==> config.mk <==
export PLATFORM = sky130hd
export DESIGN_NAME = mix_columns_seq
export DESIGN_NICKNAME = d
export VERILOG_FILES = /design/src/rtl/mix_columns_seq.sv
export SDC_FILE = /design/constraint.sdc
export NUM_CORES = 1
export LEC_CHECK = 0
export ABC_AREA = 1
export CORE_AREA = 2 2 138 140
export DETAILED_ROUTE_END_ITERATION = 7
export DIE_AREA = 0 0 140 142
export PLACE_DENSITY = 0.86
export SYNTH_ARGS = -nofsm -noshare
export SYNTH_HDL_FRONTEND = slang
export SYNTH_SLANG_ARGS = --single-unit
==> constraint.sdc <==
create_clock -name clk -period 6.5 [get_ports clk]
set_input_delay 0.65 -clock clk [delete_from_list [all_inputs] [get_ports clk]]
set_output_delay 0.65 -clock clk [all_outputs]
set_load 0.05 [all_outputs]
==> src/rtl/mix_columns_seq.sv <==
// mix_columns_seq: sequential AES MixColumns / InvMixColumns engine.
// A 128-bit state is accepted over a valid/ready handshake and transformed
// in place, COLS_PER_CYCLE columns per clock. The result is then held until
// the consumer takes it.
// Optional feature macro: MIXCOL_INV_EN adds the InvMixColumns datapath and
// the mode flop. Without it in_inv is ignored and only the forward transform
// is built.
module mix_columns_seq #(
  parameter int BYTE           = 8,
  parameter int DWORD          = 32,
  parameter int LENGTH         = 128,
  parameter int COLS_PER_CYCLE = 1
) (
  input  logic              clk,
  input  logic              rst,
  input  logic              in_valid,
  output logic              in_ready,
  input  logic              in_inv,
  input  logic [LENGTH-1:0] in_state,
  output logic              out_valid,
  input  logic              out_ready,
  output logic [LENGTH-1:0] out_state,
  output logic              busy
);

  // Reject unsupported geometries while the design is being elaborated.
  if (BYTE != 8 || DWORD != 32 || LENGTH != 128 ||
      !(COLS_PER_CYCLE == 1 || COLS_PER_CYCLE == 2 || COLS_PER_CYCLE == 4)) begin : gBadConfig
    $error("mix_columns_seq: unsupported parameters (COLS_PER_CYCLE must be 1, 2 or 4)");
  end

  typedef enum logic [1:0] {IDLE, BUSY, DONE} stateT;

  stateT             state_q, state_d;
  logic [LENGTH-1:0] work_q, work_d;
  logic [1:0]        colCnt_q, colCnt_d;
  logic [2:0]        colIdx;
  logic              lastGroup;

  // Multiply by x in GF(2^8) modulo 0x11B.
  function automatic logic [BYTE-1:0] xtime(input logic [BYTE-1:0] x);
    xtime = {x[BYTE-2:0], 1'b0} ^ (x[BYTE-1] ? 8'h1B : 8'h00);
  endfunction

  function automatic logic [BYTE-1:0] mul3(input logic [BYTE-1:0] x);
    mul3 = xtime(x) ^ x;
  endfunction

  // Forward MixColumns on one column; byte 0 is the column's MSB.
  function automatic logic [DWORD-1:0] fwdCol(input logic [DWORD-1:0] col);
    logic [BYTE-1:0] b0, b1, b2, b3;
    b0 = col[31:24];
    b1 = col[23:16];
    b2 = col[15:8];
    b3 = col[7:0];
    fwdCol = {xtime(b0) ^ mul3(b1) ^ b2 ^ b3,
              b0 ^ xtime(b1) ^ mul3(b2) ^ b3,
              b0 ^ b1 ^ xtime(b2) ^ mul3(b3),
              mul3(b0) ^ b1 ^ b2 ^ xtime(b3)};
  endfunction

`ifdef MIXCOL_INV_EN
  logic modeInv_q, modeInv_d;

  function automatic logic [BYTE-1:0] mul9(input logic [BYTE-1:0] x);
    mul9 = xtime(xtime(xtime(x))) ^ x;
  endfunction

  function automatic logic [BYTE-1:0] mulB(input logic [BYTE-1:0] x);
    mulB = xtime(xtime(xtime(x))) ^ xtime(x) ^ x;
  endfunction

  function automatic logic [BYTE-1:0] mulD(input logic [BYTE-1:0] x);
    mulD = xtime(xtime(xtime(x))) ^ xtime(xtime(x)) ^ x;
  endfunction

  function automatic logic [BYTE-1:0] mulE(input logic [BYTE-1:0] x);
    mulE = xtime(xtime(xtime(x))) ^ xtime(xtime(x)) ^ xtime(x);
  endfunction

  // InvMixColumns on one column, coefficient row {0e,0b,0d,09} rotated.
  function automatic logic [DWORD-1:0] invCol(input logic [DWORD-1:0] col);
    logic [BYTE-1:0] b0, b1, b2, b3;
    b0 = col[31:24];
    b1 = col[23:16];
    b2 = col[15:8];
    b3 = col[7:0];
    invCol = {mulE(b0) ^ mulB(b1) ^ mulD(b2) ^ mul9(b3),
              mul9(b0) ^ mulE(b1) ^ mulB(b2) ^ mulD(b3),
              mulD(b0) ^ mul9(b1) ^ mulE(b2) ^ mulB(b3),
              mulB(b0) ^ mulD(b1) ^ mul9(b2) ^ mulE(b3)};
  endfunction
`else
  logic unusedInInv;
  assign unusedInInv = in_inv;
`endif

  // State, working register, column counter and mode, cleared asynchronously.
  always_ff @(posedge clk or posedge rst) begin
    if (rst) begin
      state_q   <= IDLE;
      work_q    <= '0;
      colCnt_q  <= '0;
`ifdef MIXCOL_INV_EN
      modeInv_q <= 1'b0;
`endif
    end else begin
      state_q   <= state_d;
      work_q    <= work_d;
      colCnt_q  <= colCnt_d;
`ifdef MIXCOL_INV_EN
      modeInv_q <= modeInv_d;
`endif
    end
  end

  // The group just processed is the last one when it reaches column 3.
  assign lastGroup = (({1'b0, colCnt_q} + 3'(COLS_PER_CYCLE)) == 3'd4);

  // Next-state logic: accept in IDLE, transform one column group per BUSY
  // cycle, hold the result in DONE until it is popped.
  always_comb begin
    state_d   = state_q;
    work_d    = work_q;
    colCnt_d  = colCnt_q;
    colIdx    = '0;
`ifdef MIXCOL_INV_EN
    modeInv_d = modeInv_q;
`endif
    case (state_q)
      IDLE: begin
        if (in_valid && in_ready) begin
          work_d    = in_state;
          colCnt_d  = '0;
`ifdef MIXCOL_INV_EN
          modeInv_d = in_inv;
`endif
          state_d   = BUSY;
        end
      end
      BUSY: begin
        for (int g = 0; g < COLS_PER_CYCLE; g++) begin
          colIdx = {1'b0, colCnt_q} + 3'(g);
`ifdef MIXCOL_INV_EN
          work_d[LENGTH-1-DWORD*colIdx -: DWORD] = modeInv_q
              ? invCol(work_q[LENGTH-1-DWORD*colIdx -: DWORD])
              : fwdCol(work_q[LENGTH-1-DWORD*colIdx -: DWORD]);
`else
          work_d[LENGTH-1-DWORD*colIdx -: DWORD] =
              fwdCol(work_q[LENGTH-1-DWORD*colIdx -: DWORD]);
`endif
        end
        colCnt_d = colCnt_q + 2'(COLS_PER_CYCLE);
        if (lastGroup) begin
          state_d = DONE;
        end
      end
      DONE: begin
        if (out_ready) begin
          state_d = IDLE;
        end
      end
      default: state_d = IDLE;
    endcase
  end

  // Handshake and status outputs decoded from the state; in_ready is also
  // held low while reset is asserted.
  assign in_ready  = (state_q == IDLE) && !rst;
  assign out_valid = (state_q == DONE);
  assign busy      = (state_q == BUSY);
  assign out_state = work_q;

endmodule

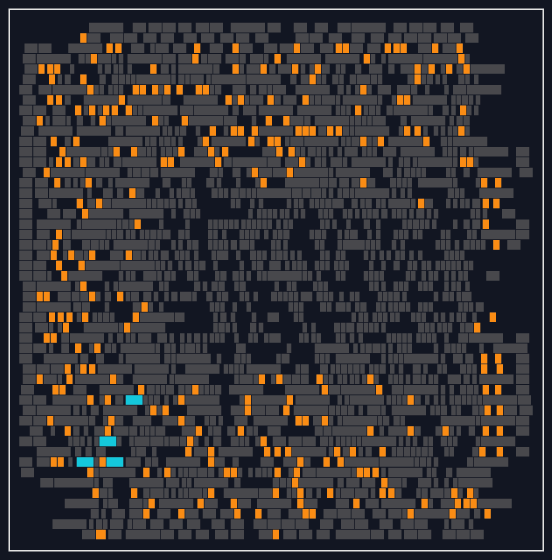
(images/logic_types.png)
[aoi and oai cells] orange | cells: 260 | most used: a21oi_1 | where: all over the die
[fa/ha/maj cells] cyan | cells: 4 | most used: ha_1 | where: lower left

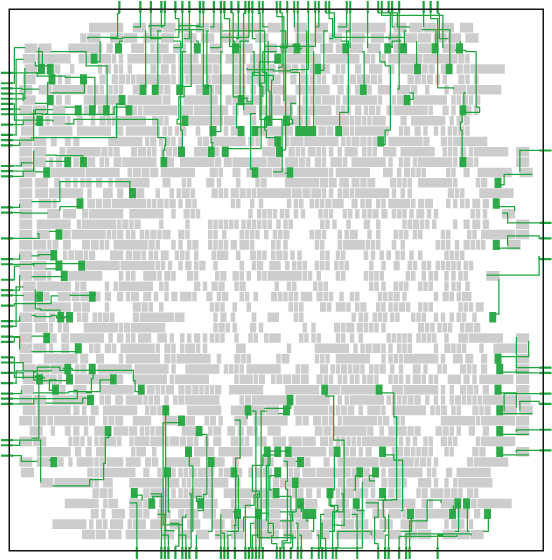
(images/io_fan.png)
[`in_state`] green | bits: 128 | direction: input | edge: 41 top, 39 bottom, 38 left, 10 right | end cells: 128 | wire: 3350 um

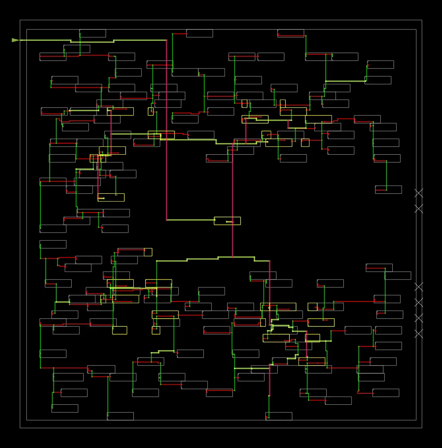
(images/clocks.png)
TritonCTS Sinks: 132
Clock Latency Late Sink: 0.43 ns

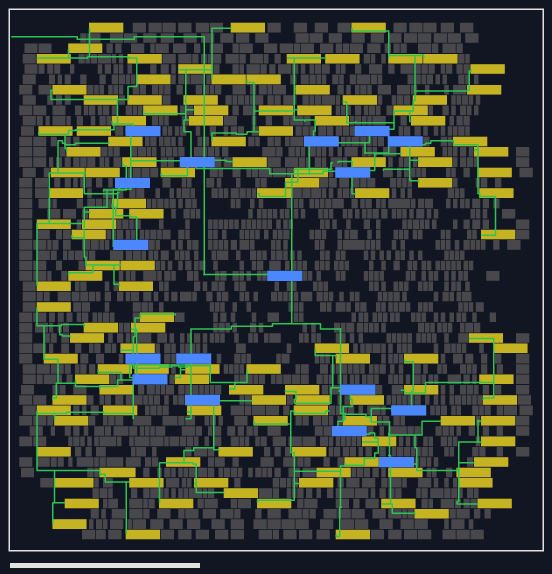
(images/clk_routes.png)
The bar under the picture is 50 um long.
[clock wires] green | length: 1940 um
[flip-flops] yellow | count: 132
[clock drivers] blue | count: 17
flops lie: all over the die

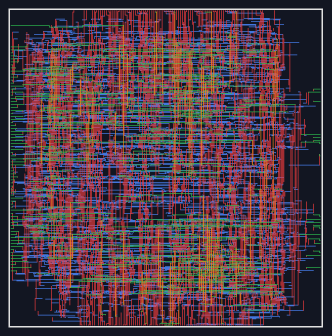
(images/wires.png)
[metal 1] blue | wire length: 15200 um
[metal 2] red | wire length: 18100 um
[metal 3] green | wire length: 5010 um
[metal 4] orange | wire length: 2060 um

==> results.py <==
# Metrics from the implementation run
metrics = {
    "grt": {
        "overflow": 0,
        "grt_pass1_vias": 11411,
        "antenna_found_initial": 0,
        "grt_first_pass_wirelength_mm": 61.1,
        "grt_max_degree": 87,
        "track_usage": 0.395,
    },
    "outcome": {
        "status": "finished with violations",
        "violations": "DRC",
    },
    "place": {
        "place_ws_ns": 2.86,
        "post-dp-hpwl_mm": 27.2,
        "place.gp.congestion": 0.967,
        "io_buffers": 262,
    },
    "sta": {
        "post-route-period-util": 0.599,
        "final-setup-viol-count": 0,
        "rsz0062_at_grt": "no",
        "tns_ns": 0,
        "finalHoldViolCount": 0,
        "min_period_ns": 3.89,
        "max_slew.worst_pin.slew_ns": 1.12,
        "fin_ws_ns": 2.61,
        "maxSlewViolCount": 0,
        "max_freq_mhz": 257,
        "skew_ns": 0.0114,
        "slew_headroom": 0.248,
    },
    "floorplan": {
        "die_y_um": 142,
        "core_um2": 18500,
        "fp_util": 0.522,
        "die_area_um2": 19900,
        "ios": 264,
        "rows": 50,
        "die_w_um": 140,
    },
    "clock_network": {
        "cts_setup_buffers": 0,
        "cts_buffers": 17,
        "cts_resized": 0,
        "path_clk_slew_ns": 0.06,
        "holdBufCountCts": 0,
        "cts_buffer_depth": 2,
        "clockRootBuffer": "clkbuf_16",
        "cts_tree": "yes",
        "h-tree-depth": 4,
    },
    "cells_and_area": {
        "most-common-layout-cells": "nand2_1, clkdlybuf4s50_1, a21oi_1",
        "nets": 1903,
        "area_growth_pct": 32.9,
        "fin_util": 0.694,
        "layout.cells.most_common": "nand2_1",
        "n_antenna_cell": 0,
        "drive_above_1_share": 0.0438,
    },
    "synth": {
        "topCellsByArea": "dfrtp_1, nand2_1, a21oi_1",
        "mux_share": 0,
        "ys_chip_area_um2": 9640,
        "synth.distinct_cells": 24,
        "ys_sh_simple": 0.437,
        "fp_nets": 1698,
        "ys_seq_elements": 132,
        "topCombFamilyByArea": "simple AND/OR/NAND/NOR gates",
        "ys_sh_xor": 0.00974,
        "yosys_cells": 1561,
        "top_cell_area_share": 0.343,
        "postSynthSeqShare": 0.343,
        "synth.cellmix.compoundShare": 0.136,
        "adder_share": 0.00519,
        "avgSynthCellArea_um2": 6.17,
        "top_area_cell": "dfrtp_1",
        "syn_area_um2": 9640,
        "ys.warnings.count": 0,
        "synthCells": 1561,
    },
    "hold_path": {
        "hold_class": "reg2reg",
        "hold_start": "state_q[0]$_DFFE_PP0P_",
    },
    "setup_path": {
        "critical_path.startpoint": "colCnt_q[0]$_DFFE_PP0P_",
        "r2r-start": "colCnt_q[0]$_DFFE_PP0P_",
        "cp_max_fo": 77,
        "critPathArrivalTime_ns": 4.25,
        "crit_required_ns": 6.86,
        "crit_type": "reg2reg",
        "endpoint_kind": "register",
        "critPathLaunchType": "register",
    },
    "run": {
        "drv_cap": 0,
        "warning_count": 30,
    },
    "route": {
        "drt-initial-drc-count": 1750,
        "drtPass1Iterations": 8,
        "wl_per_cell_um": 20.1,
        "final_antenna_net_count": 0,
        "drc": 6,
        "drt-total-wl_mm": 40.4,
        "vias_per_cell": 6.16,
        "vias": 12396,
    },
}
-- kinds of logic after synthesis --
kind of cell             after synthesis
adder cells (fa/ha/maj)                4
XOR/XNOR                               9
flip-flops                           132
AND/OR/NAND/NOR                     1004
buffers and inverters                151
AND-OR/OR-AND                        261
-- registers in the layout, summed over array words and instances, names as in the netlist --
signal,cells
colCnt_q,2
out_state,128
state_q,2
-- layer usage --
metal  track usage  share of wire
met4         0.186          0.051
met5             0              0
met1         0.514           0.38
met3        0.0956           0.12
met2         0.626           0.45
-- worst max-delay path: stages, from the launching register on --
cell	delay, ns
dfrtp_4	0.71
inv_4	0.67
buf_4	0.69
nand2_1	0.19
nand2_1	0.11
nand2_1	0.05
nand2_1	0.36
nand2_1	0.10
nand2_1	0.11
nand2_1	0.06
nand2_1	0.09
nand2_1	0.06
nand2_1	0.22
nand3_1	0.13
a21oi_1	0.17
-- worst paths after layout --
| kind | end | slack (ns) | cells past startpoint |
|---|---|---|---|
| worst max-delay path | out_state[68]$_DFFE_PP0P_ | 2.61 | 14 |
| worst max register to register | out_state[68]$_DFFE_PP0P_ | 2.61 | 14 |
| min in group asynchronous | state_q[1]$_DFFE_PP0P_ | 0.82 | 2 |
| max in group asynchronous | out_state[18]$_DFFE_PP0P_ | 4.28 | 3 |
| worst min register to register | state_q[1]$_DFFE_PP0P_ | 0.52 | 1 |
| worst min-delay path | state_q[1]$_DFFE_PP0P_ | 0.52 | 1 |
-- stage by stage --
stage / instance area [um^2] / cells / hold slack [ns]
2_1_floorplan: 9640 / 1561 / 0.475
3_3_place_gp: 12300 / 1981 / 0.501
3_5_place_dp: 12300 / 1981 / 0.510
4_1_cts: 12800 / 2013 / 0.523
5_1_grt: 12800 / 2013 / 0.540
6_report: 12800 / 2013 / 0.517
-- synthesized netlist by cell type, drive strengths merged --
master  number
a21o         1
a21oi      253
buf         40
clkbuf      51
dfrtp      132
ha           4
inv         60
nand2      620
nand3      176
nand3b       4
nand4       68
nor2       134
nor3         1
o21ai        6
o31ai        1
or2          1
xnor2        7
xor2         2
-- cell type report --
| class | count | area (um^2) |
|---|---|---|
| multi-input cells | 1278 | 5700 |
| fillers | 1560 | 5650 |
| flip-flops and latches | 132 | 3310 |
| repair buffers | 277 | 2740 |
| clock buffers | 19 | 453 |
| well taps | 234 | 293 |
| inverters | 60 | 231 |
| clock inverters | 13 | 86.3 |
